===== src/rtl/pattern_detector_pkg.sv =====
// Shared types and default sizing for the serial pattern detector.
package pattern_detector_pkg;

  typedef enum logic {
    IDLE = 1'b0,
    RUN  = 1'b1
  } state_t;

  localparam int DEFAULT_MAX_LEN = 8;
  localparam int DEFAULT_CNT_W   = 16;

endpackage


===== src/rtl/pd_history.sv =====
// Bit history shift register, saturating fill counter and masked pattern compare.
module pd_history #(
  parameter int MAX_LEN = 8,
  parameter int LEN_W   = 4
) (
  input  logic               clk,
  input  logic               reset,
  input  logic               clear,
  input  logic               shift,
  input  logic               in_bit,
  input  logic [MAX_LEN-1:0] pattern,
  input  logic [LEN_W-1:0]   len,
  input  logic               overlap,
  output logic               match
);

  logic [MAX_LEN-1:0] history_reg;
  logic [MAX_LEN-1:0] history_next;
  logic [LEN_W-1:0]   fill_reg;
  logic [LEN_W-1:0]   fill_inc;
  logic [MAX_LEN-1:0] mask;

  assign history_next = {history_reg[MAX_LEN-2:0], in_bit};
  assign fill_inc     = (fill_reg == LEN_W'(MAX_LEN)) ? fill_reg : fill_reg + 1'b1;

  // Only the low len bits take part in the compare.
  for (genvar gi = 0; gi < MAX_LEN; gi++) begin : g_mask
    assign mask[gi] = (LEN_W'(gi) < len);
  end

  assign match = shift && (fill_inc >= len) && (((history_next ^ pattern) & mask) == '0);

  always_ff @(posedge clk or posedge reset) begin
    if (reset) begin
      history_reg <= '0;
      fill_reg    <= '0;
    end else if (clear) begin
      history_reg <= '0;
      fill_reg    <= '0;
    end else if (shift) begin
      history_reg <= history_next;
      // Non-overlapping mode: forget the bits consumed by this match.
      fill_reg    <= (match && !overlap) ? '0 : fill_inc;
    end
  end

endmodule


===== src/rtl/pattern_detector.sv =====
// Configurable serial pattern detector with IDLE/RUN control.
// Optional saturating match counter enabled by defining PATDET_COUNT_EN.
module pattern_detector
  import pattern_detector_pkg::*;
#(
  parameter  int MAX_LEN = DEFAULT_MAX_LEN,
  parameter  int CNT_W   = DEFAULT_CNT_W,
  localparam int LEN_W   = $clog2(MAX_LEN + 1)
) (
  input  logic               clk,
  input  logic               reset,
  input  logic               in_valid,
  input  logic               in_bit,
  input  logic               cfg_load,
  input  logic [MAX_LEN-1:0] cfg_pattern,
  input  logic [LEN_W-1:0]   cfg_len,
  input  logic               cfg_overlap,
  input  logic               cnt_clr,
  output logic               detected,
  output logic [CNT_W-1:0]   match_count,
  output logic               cfg_err,
  output logic               armed
);

  state_t             state;
  logic [MAX_LEN-1:0] pattern_reg;
  logic [LEN_W-1:0]   len_reg;
  logic               overlap_reg;
  logic               cfg_ok;
  logic               shift;
  logic               match;

  assign cfg_ok = (cfg_len != '0) && (cfg_len <= LEN_W'(MAX_LEN));
  // A load always wins over a coincident data bit.
  assign shift  = (state == RUN) && in_valid && !cfg_load;
  assign armed  = (state == RUN);

  pd_history #(
    .MAX_LEN(MAX_LEN),
    .LEN_W  (LEN_W)
  ) u_history (
    .clk    (clk),
    .reset  (reset),
    .clear  (cfg_load),
    .shift  (shift),
    .in_bit (in_bit),
    .pattern(pattern_reg),
    .len    (len_reg),
    .overlap(overlap_reg),
    .match  (match)
  );

  always_ff @(posedge clk or posedge reset) begin
    if (reset) begin
      state       <= IDLE;
      pattern_reg <= '0;
      len_reg     <= '0;
      overlap_reg <= 1'b0;
      cfg_err     <= 1'b0;
      detected    <= 1'b0;
    end else begin
      detected <= match;
      if (cfg_load) begin
        if (cfg_ok) begin
          state       <= RUN;
          pattern_reg <= cfg_pattern;
          len_reg     <= cfg_len;
          overlap_reg <= cfg_overlap;
          cfg_err     <= 1'b0;
        end else begin
          state   <= IDLE;
          cfg_err <= 1'b1;
        end
      end
    end
  end

`ifdef PATDET_COUNT_EN
  logic [CNT_W-1:0] count_reg;

  always_ff @(posedge clk or posedge reset) begin
    if (reset) begin
      count_reg <= '0;
    end else if (cnt_clr) begin
      count_reg <= '0;
    end else if (match && (count_reg != {CNT_W{1'b1}})) begin
      count_reg <= count_reg + 1'b1;
    end
  end

  assign match_count = count_reg;
`else
  logic unused_cnt_clr;

  assign unused_cnt_clr = cnt_clr;
  assign match_count    = '0;
`endif

endmodule


===== config.mk =====
export PLATFORM = sky130hd
export DESIGN_NAME = pattern_detector
export DESIGN_NICKNAME = d
export VERILOG_FILES = /design/src/rtl/pattern_detector_pkg.sv /design/src/rtl/pd_history.sv /design/src/rtl/pattern_detector.sv
export SDC_FILE = /design/constraint.sdc
export NUM_CORES = 1
export LEC_CHECK = 0
export CORE_AREA = 2 2 66 68
export DETAILED_ROUTE_END_ITERATION = 10
export DIE_AREA = 0 0 68 70
export PLACE_DENSITY = 0.75
export RECOVER_POWER = 100
export SETUP_SLACK_MARGIN = 0.05
export SYNTH_ARGS = -nofsm -noshare
export SYNTH_HDL_FRONTEND = slang
export SYNTH_SLANG_ARGS = --single-unit

===== constraint.sdc =====
create_clock -name clk -period 2.8 [get_ports clk]
set_input_delay 0.28 -clock clk [delete_from_list [all_inputs] [get_ports clk]]
set_output_delay 0.28 -clock clk [all_outputs]
set_load 0.01 [all_outputs]

==> flow_results.org, run 1 <==
#+TITLE: Flow metrics

** Place
- Number of placed instances, taps included :: 223
- Number of I/O port buffers :: 20
- Routability congestion estimate from global placement :: 0.7952
- The HPWL after detailed placement is 2.039 mm.

** Yosys
- Averaged over all synthesized cells, the footprint is 10.07 um^2.
- Distinct cell type count of the synthesized netlist :: 37
- Top cells, area :: sky130_fd_sc_hd__dfrtp_1, sky130_fd_sc_hd__mux2_1, sky130_fd_sc_hd__buf_4, sky130_fd_sc_hd__nand2_1, sky130_fd_sc_hd__xnor2_1
- The synthesis stats list as the most numerous cell sky130_fd_sc_hd__dfrtp_1.
- Cell count after synthesis :: 156
- Register share after synthesis :: 42.99%
- Mapped Area :: 1572 um^2
- Chip area from the yosys synthesis statistics :: 1572 um^2
- The synthesized design devotes to its leading area cell type 42.99% of total area.
- Commonest flop :: sky130_fd_sc_hd__dfrtp_1
- Yosys warning total :: 0
- Cell taking the most area after synthesis :: sky130_fd_sc_hd__dfrtp_1
- Once synthesis finished, the tally of register bits stood at 27.
- Counting flops with a built-in enable in the synthesized netlist gives 0.
- Ys async rst share :: 100.0%
- Most instantiated cells after synthesis :: sky130_fd_sc_hd__dfrtp_1, sky130_fd_sc_hd__nand2_1, sky130_fd_sc_hd__buf_4

** Detailed routing
- Total routed wirelength :: 2.705 mm
- First DRT Iteration DRCs :: 43
- Detail-routed via count per cell :: 4.789
- Vias :: 1087
- Wire length per cell after detailed routing :: 11.92 um
- In this run the remaining antenna-violating nets after routing total 0.
- Before antenna repair, the detailed router went through 4 iterations.

** Global routing
- Global-route wire length before repair :: 4.698 mm
- Entering global routing, the biggest net connects 28 pins.
- The number of global-route vias before repair was 1108.
- Congestion Overflow GR :: 0

** Finish
- The finished layout holds 227 standard cells, fillers aside.
- The register with the most flip-flops in the layout has 8 of them.
- Net count, final :: 201
- Final antenna diode count :: 0
- Area delta synth->final :: 13.30%
- Fraction of final layout cells sized beyond drive strength 1 :: 4.571%

** Floorplan
- Measured along the x axis, the die boundary spans 68 um.
- The share of the core area taken by cells at floorplan is 37.92%.
- Area enclosed by the die boundary :: 4760 um^2
- Std-Cell Rows :: 24
- IO Pins :: 38
- Core area :: 4144 um^2

** STA
- Relative slew slack :: 3.071%
- After layout, the minimum clock period comes to 2392 ps.
- Setup TNS Final :: 0 ps
- Final Cycle Share :: 85.42%
- In the final run the clock tree shows a worst skew of 2.289 ps.
- In the final report, the number of hold violations comes to 0.
- From the final report, the count of setup violators was given as 0.
- For this run, the top clock speed supported by timing is 418.1 MHz.
- For reference, the final report shows the max-slew violation count at 0.
- Looking at the max-slew report, the worst-margin pin has a slew of 1454 ps.

** Critical path
- Worst stage delay on the critical path :: 440 ps
- Per the STA report, the cell with the highest stage delay on the worst path is sky130_fd_sc_hd__dfrtp_1.
- STA classifies the critical path endpoint as a flip-flop.
- The required time at the worst endpoint is listed as 2980 ps.
- Per STA, the library cell used most along the worst path is sky130_fd_sc_hd__ha_1.
- At the worst endpoint, the arrival time is 2570 ps.
- The report shows a maximum critical-path fanout of 5.
- Critical path class :: flip-flop to flip-flop

** Min path
- Class of the most critical hold timing path :: flip-flop to flip-flop
- Along the worst hold path, the cell count comes to 1.

** Clock network
- Per the CTS log, the buffer count on the longest clock path is 2.
- The later pin in the worst-skew pair is clocked with a latency of 280 ps.
- Buffers inserted to repair hold after CTS numbered 0.
- Root buf cell :: sky130_fd_sc_hd__clkbuf_8
- Clock transition at the registers of the reported paths :: 90 ps
- Number of gates resized after CTS :: 0
- TritonCTS built the clock tree.
- Total CTS buffers :: 3
- Clock tree synthesis found a total of 27 sinks.

** Job
- The number of warnings reported in the stage logs is 28.
- Max-cap violations :: 0

** Power
- Per the OpenROAD power report, leakage power amounts to 0.7534 nW.
- Peak VDD IR :: 0.1712 mV
- Summing internal, switching and leakage power gives 906.4 uW.
- P per Cell Area :: 509.1 nW/um^2

** Run status
- The run finished with clean final reports.
## run 1: per-layer routing
metal,GRT usage (%),share of wire (%),vias to the layer above
met5,0,0,-
met4,4.000,1.2,0
met3,2.093,3.2,3
met2,22.55,54,21
met1,15.28,42,526
li1,-,-,537
## run 1: report_power, final
part / switching (mW) / leakage [nW] / internal, mW
Clock: 0.125 / 0.0228 / 0.102
Sequential: 0.0417 / 0.344 / 0.430
Combinational: 0.0986 / 0.386 / 0.109
## run 1: through the flow
step                      hold WS [ps]  cell area, um^2  setup WS [ps]
final                            480.7             1780          408.2
after global routing             510.8             1780          233.7
after CTS                        365.8             1802          376.5
after detailed placement         477.0             1757          398.7
after global placement           473.2             1757          446.5
after floorplan                  332.7             1628          616.2
## run 1: critical path, delay by kind of cell (launching register included)
family | cells | cell delay, ps
AOI/OAI and AO/OA | 2 | 590
adders and majority gates | 2 | 430
and+or+nand+nor | 4 | 490
DFF | 1 | 440
xor gates and xnor gates | 1 | 250
buffers and inverters | 1 | 80
## run 1: logic make-up after synthesis
logic type	after synthesis	share of synthesized area [%]
simple gates	40	12.98
buf+inv	29	11.31
compound gates	28	11.62
flops	27	42.99
mux	13	9.236
xor+xnor	11	6.131
fa+ha+maj	7	5.493
other cells	1	0.2386
## run 1: worst paths after layout
check	slack [ps]	endpoint	start
setup / recovery	410	detected$_DFF_PP0_	u_history.fill_reg[0]$_DFFE_PP0P_
hold / removal	480	cfg_err$_DFFE_PP0P_	cfg_err$_DFFE_PP0P_
setup reg to reg	410	detected$_DFF_PP0_	u_history.fill_reg[0]$_DFFE_PP0P_
hold reg to reg	480	cfg_err$_DFFE_PP0P_	cfg_err$_DFFE_PP0P_
max in group asynchronous	1030	armed$_DFFE_PP0P_	reset
min in group asynchronous	920	pattern_reg[5]$_DFFE_PP0P_	reset
## run 1: cell type report
type | instances | area, um^2
timing repair buffer | 22 | 207.7
fill | 420 | 2364
sequential | 27 | 675.6
multi-input combinational | 115 | 760.7
tap | 52 | 65.06
clock buffer | 4 | 45.04
inverter | 7 | 26.28
## run 1: layout by cell type (no fill, tap or decap), types with 2 or more instances in the layout
master / instances
sky130_fd_sc_hd__a21oi_1: 12
sky130_fd_sc_hd__a22oi_1: 2
sky130_fd_sc_hd__and2_1: 2
sky130_fd_sc_hd__and3_1: 2
sky130_fd_sc_hd__clkbuf_1: 3
sky130_fd_sc_hd__clkbuf_8: 3
sky130_fd_sc_hd__clkdlybuf4s50_1: 14
sky130_fd_sc_hd__conb_1: 16
sky130_fd_sc_hd__dfrtp_1: 27
sky130_fd_sc_hd__dlygate4sd3_1: 6
sky130_fd_sc_hd__ha_1: 6
sky130_fd_sc_hd__inv_1: 6
sky130_fd_sc_hd__mux2_1: 12
sky130_fd_sc_hd__nand2_1: 22
sky130_fd_sc_hd__nand2b_1: 2
sky130_fd_sc_hd__nor2_1: 4
sky130_fd_sc_hd__nor3_1: 2
sky130_fd_sc_hd__o21a_1: 2
sky130_fd_sc_hd__o21ai_0: 2
sky130_fd_sc_hd__o22ai_1: 7
sky130_fd_sc_hd__xnor2_1: 9
sky130_fd_sc_hd__xor2_1: 2
### Routed clock nets over the placement, run 1

Bar = 20 um.
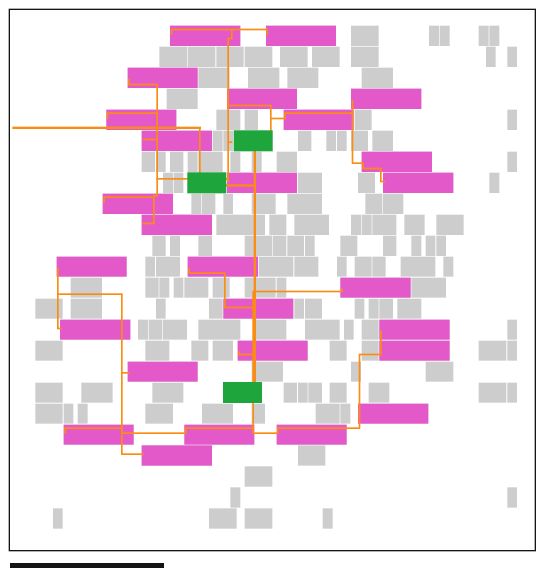
orange -> clock wires  # length 342 um
magenta -> flip-flops  # count 27
green -> cells driving clock nets  # count 3
routed clock nets = 4

### Routing congestion map, run 1

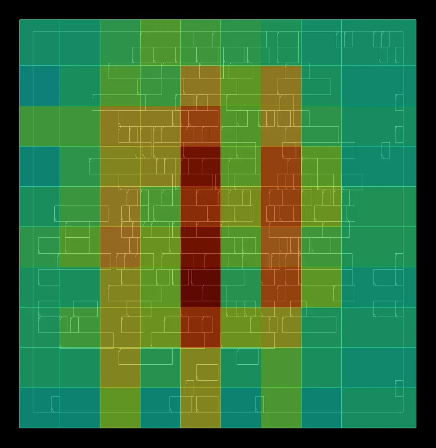
Total GRT Usage: 12.73%
utilization of the core after routing: 42.96%

### Metal layers overlaid, run 1

Bar = 20 um.
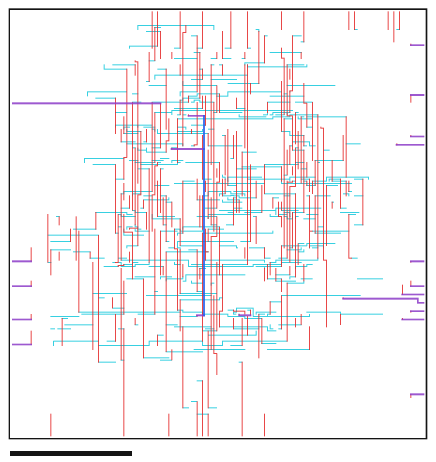
purple -> met3  # wire length 86.5 um
red -> met2  # wire length 1450 um
blue -> met4  # wire length 32.6 um
cyan -> met1  # wire length 1130 um

--- run 2 (diff from run 1) ---
--- a/config.mk
+++ b/config.mk
@@ -8,6 +8,7 @@
 export CORE_AREA = 2 2 66 68
 export DETAILED_ROUTE_END_ITERATION = 10
 export DIE_AREA = 0 0 68 70
+export GPL_TIMING_DRIVEN = 0
 export PLACE_DENSITY = 0.75
 export RECOVER_POWER = 100
 export SETUP_SLACK_MARGIN = 0.05
### Register map, names as in the netlist, run 2

Other sequential cells in the stronger grey, the rest of the logic in the fainter grey.
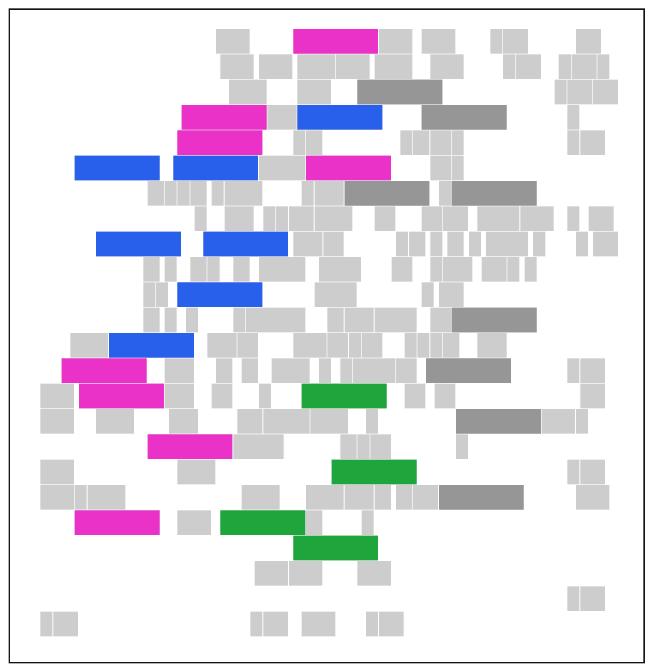
green -> len_reg  # flops 4, where bottom middle
magenta -> pattern_reg  # flops 8
blue -> u_history.history_reg  # flops 7
not coloured = 8
Sequential Area: 675.6 um^2
power attributed to sequential cells: 471 uW
utilization of the core after routing: 46.01%

==> flow_results.org, run 2 <==
#+TITLE: Flow metrics

** Floorplan
- The number of placed I/O pins was 38 (unchanged).
- Std-Cell Rows :: 24 (unchanged)
- The core utilization at floorplan came to 37.92% (unchanged).

** Place
- The number of buffers inserted by port buffering was 19 (was 20).
- Routability congestion estimate from global placement :: 0.8373 (was 0.7952)
- Final HPWL DP :: 2.097 mm (was 2.039 mm)

** Global routing
- The final global-route overflow total was 0 (unchanged).
- Total GRT Usage :: 12.64% (was 12.73%)
- Global-route wire length before repair :: 4.719 mm (was 4.698 mm)

** Finish
- The logic area came to 760.7 um^2 (unchanged).
- Net count, final :: 220 (was 201)
- Most frequent cells in the layout :: sky130_fd_sc_hd__dfrtp_1, sky130_fd_sc_hd__nand2_1, sky130_fd_sc_hd__buf_4, sky130_fd_sc_hd__conb_1, sky130_fd_sc_hd__clkdlybuf4s50_1 (was sky130_fd_sc_hd__dfrtp_1, sky130_fd_sc_hd__nand2_1, sky130_fd_sc_hd__conb_1, sky130_fd_sc_hd__clkdlybuf4s50_1)
- The number of filler instances in the final layout came to 405 (was 420).
- The final cell count without fillers was 246 (was 227).
- The area of all placed cells without fillers was 1907 um^2 (was 1780 um^2).
- Area delta synth->final :: 21.34% (was 13.30%)

** Run status
- Run status :: finished clean (unchanged)

** STA
- Setup TNS Final :: 0 ps (unchanged)
- The worst-case clock skew is 1.307 ps (was 2.289 ps).
- The worst slew slack as a fraction of its limit came to 33.37% (was 3.071%).
- Pin slew with the least headroom to its limit :: 998.3 ps (was 1454 ps)
- The final number of hold-violating endpoints came to 0 (unchanged).
- The number of pins exceeding their max-slew limit in the final report was 0 (unchanged).

** Clock network
- Clock sink total :: 27 (unchanged)
- Hold-fix buffers, CTS :: 0 (unchanged)
- CTS tree :: yes (unchanged)
- Root buf cell :: sky130_fd_sc_hd__clkbuf_8 (unchanged)

** Power
- Overall power after layout :: 916.9 uW (was 906.4 uW)
- Peak VDD IR :: 0.2051 mV (was 0.1712 mV)

** Detailed routing
- Total routed wirelength :: 2.715 mm (was 2.705 mm)
- Number of detailed-routing iterations run before antenna repair :: 4 (unchanged)
- The number of nets with antenna violations after routing was 0 (unchanged).
- The average wire per cell in the routed design came to 11.04 um (was 11.92 um).

** Yosys
- Most used standard cell by instance count after synthesis :: sky130_fd_sc_hd__dfrtp_1 (unchanged)
- Total of flip-flops plus latches after synthesis :: 27 (unchanged)
- Top cells, area: sky130_fd_sc_hd__dfrtp_1, sky130_fd_sc_hd__mux2_1, sky130_fd_sc_hd__buf_4, sky130_fd_sc_hd__nand2_1, sky130_fd_sc_hd__xnor2_1 (unchanged).
- Commonest flop :: sky130_fd_sc_hd__dfrtp_1 (unchanged)
- The netlist area before placement was 1572 um^2 (unchanged).
- Most instantiated cells after synthesis: sky130_fd_sc_hd__dfrtp_1, sky130_fd_sc_hd__nand2_1, sky130_fd_sc_hd__buf_4 (unchanged).
- The proportion of synthesized flip-flops having asynchronous set or reset came to 100.0% (unchanged).
- Share of the synthesized area in the top cell type :: 42.99% (unchanged)

** Job
- The tally of max-capacitance violations is 0 (unchanged).
- Total tool warning count :: 28 (unchanged)

** Critical path
- The maximum net fanout on the critical path was 5 (unchanged).
- The arrival time at the worst endpoint was 2520 ps (was 2570 ps).

** Min path
- Class of the most critical hold timing path :: primary input to flip-flop (was flip-flop to flip-flop)
==> run 2: final timing paths <==
path	cells after the start	from	slack [ps]	to
worst min register to register	1	cfg_err$_DFFE_PP0P_	490	cfg_err$_DFFE_PP0P_
worst min-delay path	2	cfg_load	420	u_history.fill_reg[3]$_DFFE_PP0P_
worst max-delay path	10	u_history.fill_reg[0]$_DFFE_PP0P_	450	detected$_DFF_PP0_
max in group asynchronous	2	reset	1520	u_history.fill_reg[1]$_DFFE_PP0P_
min in group asynchronous	2	reset	680	pattern_reg[5]$_DFFE_PP0P_
worst max register to register	10	u_history.fill_reg[0]$_DFFE_PP0P_	450	detected$_DFF_PP0_
==> run 2: critical path: stages (launching register included) <==
cell	delay (ps)
sky130_fd_sc_hd__dfrtp_1	440
sky130_fd_sc_hd__inv_1	80
sky130_fd_sc_hd__ha_1	160
sky130_fd_sc_hd__nand3b_1	100
sky130_fd_sc_hd__xnor2_1	250
sky130_fd_sc_hd__ha_1	280
sky130_fd_sc_hd__nand2b_1	130
sky130_fd_sc_hd__a2111oi_0	380
sky130_fd_sc_hd__nor3_1	130
sky130_fd_sc_hd__o211a_4	180
sky130_fd_sc_hd__and2_0	130
==> run 2: final cells by class <==
cell class	instances	share of cell area [%]
multi-input cells	115	39.90
well taps	52	3.412
inverters	7	1.378
plain buffers	22	7.546
clock buffers	4	2.362
flip-flops and latches	27	35.43
repair buffers	19	9.974
==> run 2: where the power goes <==
part           leakage, nW  internal [mW]  switching, mW
clock network       0.0228          0.102          0.117
logic                0.478          0.123          0.104
registers            0.344          0.430         0.0403
total                0.845          0.655          0.262
==> run 2: cells by family (layout without fill, tap and decap cells) <==
family | count (synthesis) | after routing | synth area share, %
AOI/OAI and AO/OA | 28 | 28 | 11.62
xor gates and xnor gates | 11 | 11 | 6.131
adders and majority gates | 7 | 7 | 5.493
buffers and inverters | 29 | 52 | 11.31
DFF | 27 | 27 | 42.99
muxes | 13 | 13 | 9.236
other | 1 | 16 | 0.2386
and+or+nand+nor | 40 | 40 | 12.98
==> run 2: layer usage <==
layer / wire [um] / track usage [%] / part of all wire, % / up-vias
met1: 1201 / 15.73 / 44 / 527
met2: 1352 / 21.79 / 50 / 27
met5: 0 / 0 / 0 / -
li1: - / - / - / 575
met4: 46 / 4.000 / 1.7 / 0
met3: 115 / 2.093 / 4.2 / 7
==> run 2: stage by stage <==
| stage | util, % | setup WS (ps) |
|---|---|---|
| CTS | 46.53 | 426.4 |
| global placement | 45.44 | 434.2 |
| floorplan | - | 616.2 |
| global route | 46.01 | 226.2 |
| detailed placement | 45.44 | 444.7 |
| finish | 46.01 | 447.7 |
--- run 3 (diff from run 2) ---
--- a/config.mk
+++ b/config.mk
@@ -9,7 +9,7 @@
 export DETAILED_ROUTE_END_ITERATION = 10
 export DIE_AREA = 0 0 68 70
 export GPL_TIMING_DRIVEN = 0
-export PLACE_DENSITY = 0.75
+export PLACE_DENSITY = 0.78
 export RECOVER_POWER = 100
 export SETUP_SLACK_MARGIN = 0.05
 export SYNTH_ARGS = -nofsm -noshare
==> constraint.sdc (replaced) <==
create_clock -name clk -period 1.95 [get_ports clk]
set_input_delay 0.195 -clock clk [delete_from_list [all_inputs] [get_ports clk]]
set_output_delay 0.195 -clock clk [all_outputs]
set_load 0.01 [all_outputs]
### Ports around the boundary, run 3

Pins as bars across the die edge, other pins in grey.
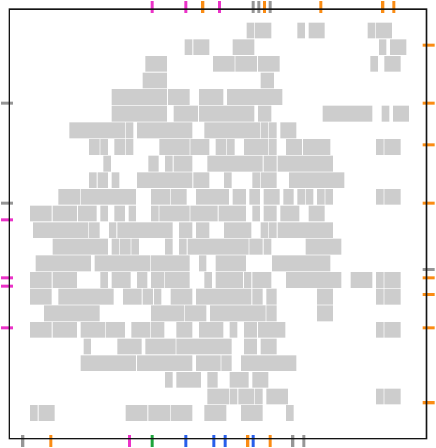
blue -> cfg_len  # pins 4, direction input, edge bottom
magenta -> cfg_pattern  # pins 8, direction input, edge 4 left, 3 top, 1 bottom
orange -> match_count  # pins 16, direction output, edge 8 right, 5 top, 3 bottom
green -> reset  # pins 1, direction input, edge bottom

==> flow_results.org, run 3 <==
#+TITLE: Flow metrics

** Detailed routing
- The sum of met2 wire segment lengths after detailed routing is 1.519 mm (was 1.352 mm).
- Number of detailed-routing iterations run before antenna repair :: 4 (unchanged)
- Antenna violation net count after detailed routing :: 0 (unchanged)
- The detailed-route wire length is 2.919 mm (was 2.715 mm).
- The average wire per cell in the routed design was 11.63 um (was 11.04 um).
- The highest signal layer in the routed design was met4 (unchanged).

** Critical path
- CP endpoint kind :: flip-flop (unchanged)
- The data required time of the critical path was 2120 ps (was 2970 ps).

** Power
- The power density over the cells came to 692.2 nW/um^2 (was 480.9 nW/um^2).
- The combinational fraction of design power is 29.6% (was 24.8%).
- Internal Power :: 997.7 uW (was 655.4 uW)
- The leakage component of the power is 0.8965 nW (was 0.8448 nW).
- The clock power share was 22.5% (was 23.9%).
- The net switching component of the power is 407.1 uW (was 261.5 uW).

** STA
- Final setup margin :: -211.3 ps (was 447.7 ps)
- The maximum achievable frequency is 462.7 MHz (was 425.1 MHz).
- The final number of hold-violating endpoints was 0 (unchanged).
- The final period utilization is 110.8% (was 84.01%).
- The number of setup violations in the final report was 5 (was 0).
- The number of pins exceeding their max-slew limit in the final report is 0 (unchanged).
- Post-route minimum period :: 2161 ps (was 2352 ps)
- The worst slew slack as a fraction of its limit came to 31.52% (was 33.37%).

** Yosys
- Share of the synthesized area in the top cell type :: 42.99% (unchanged)
- Ys async rst share :: 100.0% (unchanged)
- Number of enable flip-flop cells :: 0 (unchanged)
- Mapped Area :: 1572 um^2 (unchanged)
- Yosys warning total :: 0 (unchanged)
- The mean area per synthesized cell is 10.07 um^2 (unchanged).
- The most common cell in the synthesized netlist is sky130_fd_sc_hd__dfrtp_1 (unchanged).
- Cell taking the most area after synthesis :: sky130_fd_sc_hd__dfrtp_1 (unchanged)
- The count of unique library cells instantiated by Yosys came to 37 (unchanged).

** Finish
- The register area came to 676.9 um^2 (was 675.6 um^2).
- Fraction of final layout cells sized beyond drive strength 1 :: 22.11% (was 12.89%)
- The number of flip-flops under the largest register name is 8 (unchanged).
- Fill cell total of the finished layout :: 394 (was 405)
- The diode insertion count for antenna repair was 0 (unchanged).
- Most frequent cells in the layout :: sky130_fd_sc_hd__dfrtp_1, sky130_fd_sc_hd__nand2_1, sky130_fd_sc_hd__buf_4, sky130_fd_sc_hd__conb_1, sky130_fd_sc_hd__clkdlybuf4s50_1 (unchanged)
- Utilization of the core after routing :: 48.97% (was 46.01%)
- The area added between synthesis and finish came to 29.14% (was 21.34%).

** Run status
- Violations in the final reports :: negative setup slack
- Run status: complete, but fails checks (was finished clean).

** Place
- Routability congestion estimate from global placement :: 0.7814 (was 0.8373)
- Number of placed instances, taps included :: 242 (unchanged)
- The number of buffers inserted by port buffering is 19 (unchanged).
- The post-placement cell area was 1917 um^2 (was 1883 um^2).

** Clock network
- The clock latency reported for the late side of the worst-skew pair is 270 ps (about the same).
- The number of hold-repair buffers added at the cts stage was 0 (unchanged).
- Maximum root-to-sink buffer count :: 2 (unchanged)
- The number of buffers inserted during clock tree synthesis is 3 (unchanged).

** Floorplan
- The number of standard-cell rows in the floorplan was 24 (unchanged).
- The area inside the core boundary was 4144 um^2 (unchanged).
- IO Pins :: 38 (unchanged)
- The die outline width came to 68 um (unchanged).

** Global routing
- Number of global-route vias before repair :: 1245 (was 1136)
- Total GRT Usage :: 13.77% (was 12.64%)
- The maximum number of pins on one net before global-route repair came to 28 (unchanged).

** Job
- The number of warnings in the stage logs came to 31 (was 28).

** Min path
- The class of the tightest hold or removal check is primary input to flip-flop (unchanged).
run 3: cells by family after synthesis:
family,synth area share (%)
flops,42.99
xor+xnor,6.131
buf+inv,11.31
compound gates,11.62
fa+ha+maj,5.493
simple gates,12.98
mux,9.236
other cells,0.2386
run 3: worst paths after layout:
check	startpoint	endpoint	slack, ps	depth (start not counted)
max	u_history.fill_reg[1]$_DFFE_PP0P_	detected$_DFF_PP0_	-210	10
min	cfg_load	cfg_err$_DFFE_PP0P_	390	2
max reg2reg	u_history.fill_reg[1]$_DFFE_PP0P_	detected$_DFF_PP0_	-210	10
min reg2reg	cfg_err$_DFFE_PP0P_	cfg_err$_DFFE_PP0P_	480	1
max in group asynchronous	reset	u_history.fill_reg[0]$_DFFE_PP0P_	660	2
min in group asynchronous	reset	pattern_reg[4]$_DFFE_PP0P_	610	2
run 3: what timing repair did:
action / in CTS / in global routing
pin swaps: 6 / 4
gates resized: 8 / 2
hold endpoints to repair: 0 / 0
setup buffers: 5 / 0
setup endpoints to repair: 5 / 5
run 3: stage by stage:
step | hold slack (ps) | setup WS (ps)
2_1_floorplan | 247.7 | -126.4
3_3_place_gp | 466.8 | -274.2
3_5_place_dp | 470.5 | -307.8
4_1_cts | 344.8 | -225.0
5_1_grt | 390.1 | -305.5
6_report | 385.2 | -211.3
run 3: power by group through the flow:
stage / combinational [mW] / clock [mW] / sequential, mW
after floorplan: 0.297 / 0 / 0.675
after global placement: 0.375 / 0 / 0.685
after detailed placement: 0.387 / 0 / 0.686
after CTS: 0.416 / 0.325 / 0.673
after global routing: 0.456 / 0.352 / 0.683
final: 0.416 / 0.316 / 0.673
run 3: metal layers:
layer / global-route usage, % / vias to the layer above
met2: 23.52 / 20
met4: 7.556 / 0
met1: 15.67 / 564
li1: - / 584
met3: 2.576 / 5
met5: 0 / -
run 3: area by class of cell:
type / instances / share of cell area (%)
buffer: 22 / 7.090
clock buffer: 4 / 2.219
inverter: 7 / 1.295
multi-input combinational: 115 / 41.62
sequential: 27 / 33.35
tap: 52 / 3.206
timing repair buffer: 24 / 11.22
run 3: worst max-delay path, stage by stage (launching register included):
cell                      delay (ps)
sky130_fd_sc_hd__dfrtp_1         390
sky130_fd_sc_hd__buf_4           140
sky130_fd_sc_hd__ha_1            200
sky130_fd_sc_hd__nand2_1         110
sky130_fd_sc_hd__mux2i_4         180
sky130_fd_sc_hd__ha_2            290
sky130_fd_sc_hd__o21a_1          170
sky130_fd_sc_hd__o22ai_1         210
sky130_fd_sc_hd__nor3_2           70
sky130_fd_sc_hd__o211a_4         170
sky130_fd_sc_hd__and2_4          140
Power and IR drop assume default switching activity.
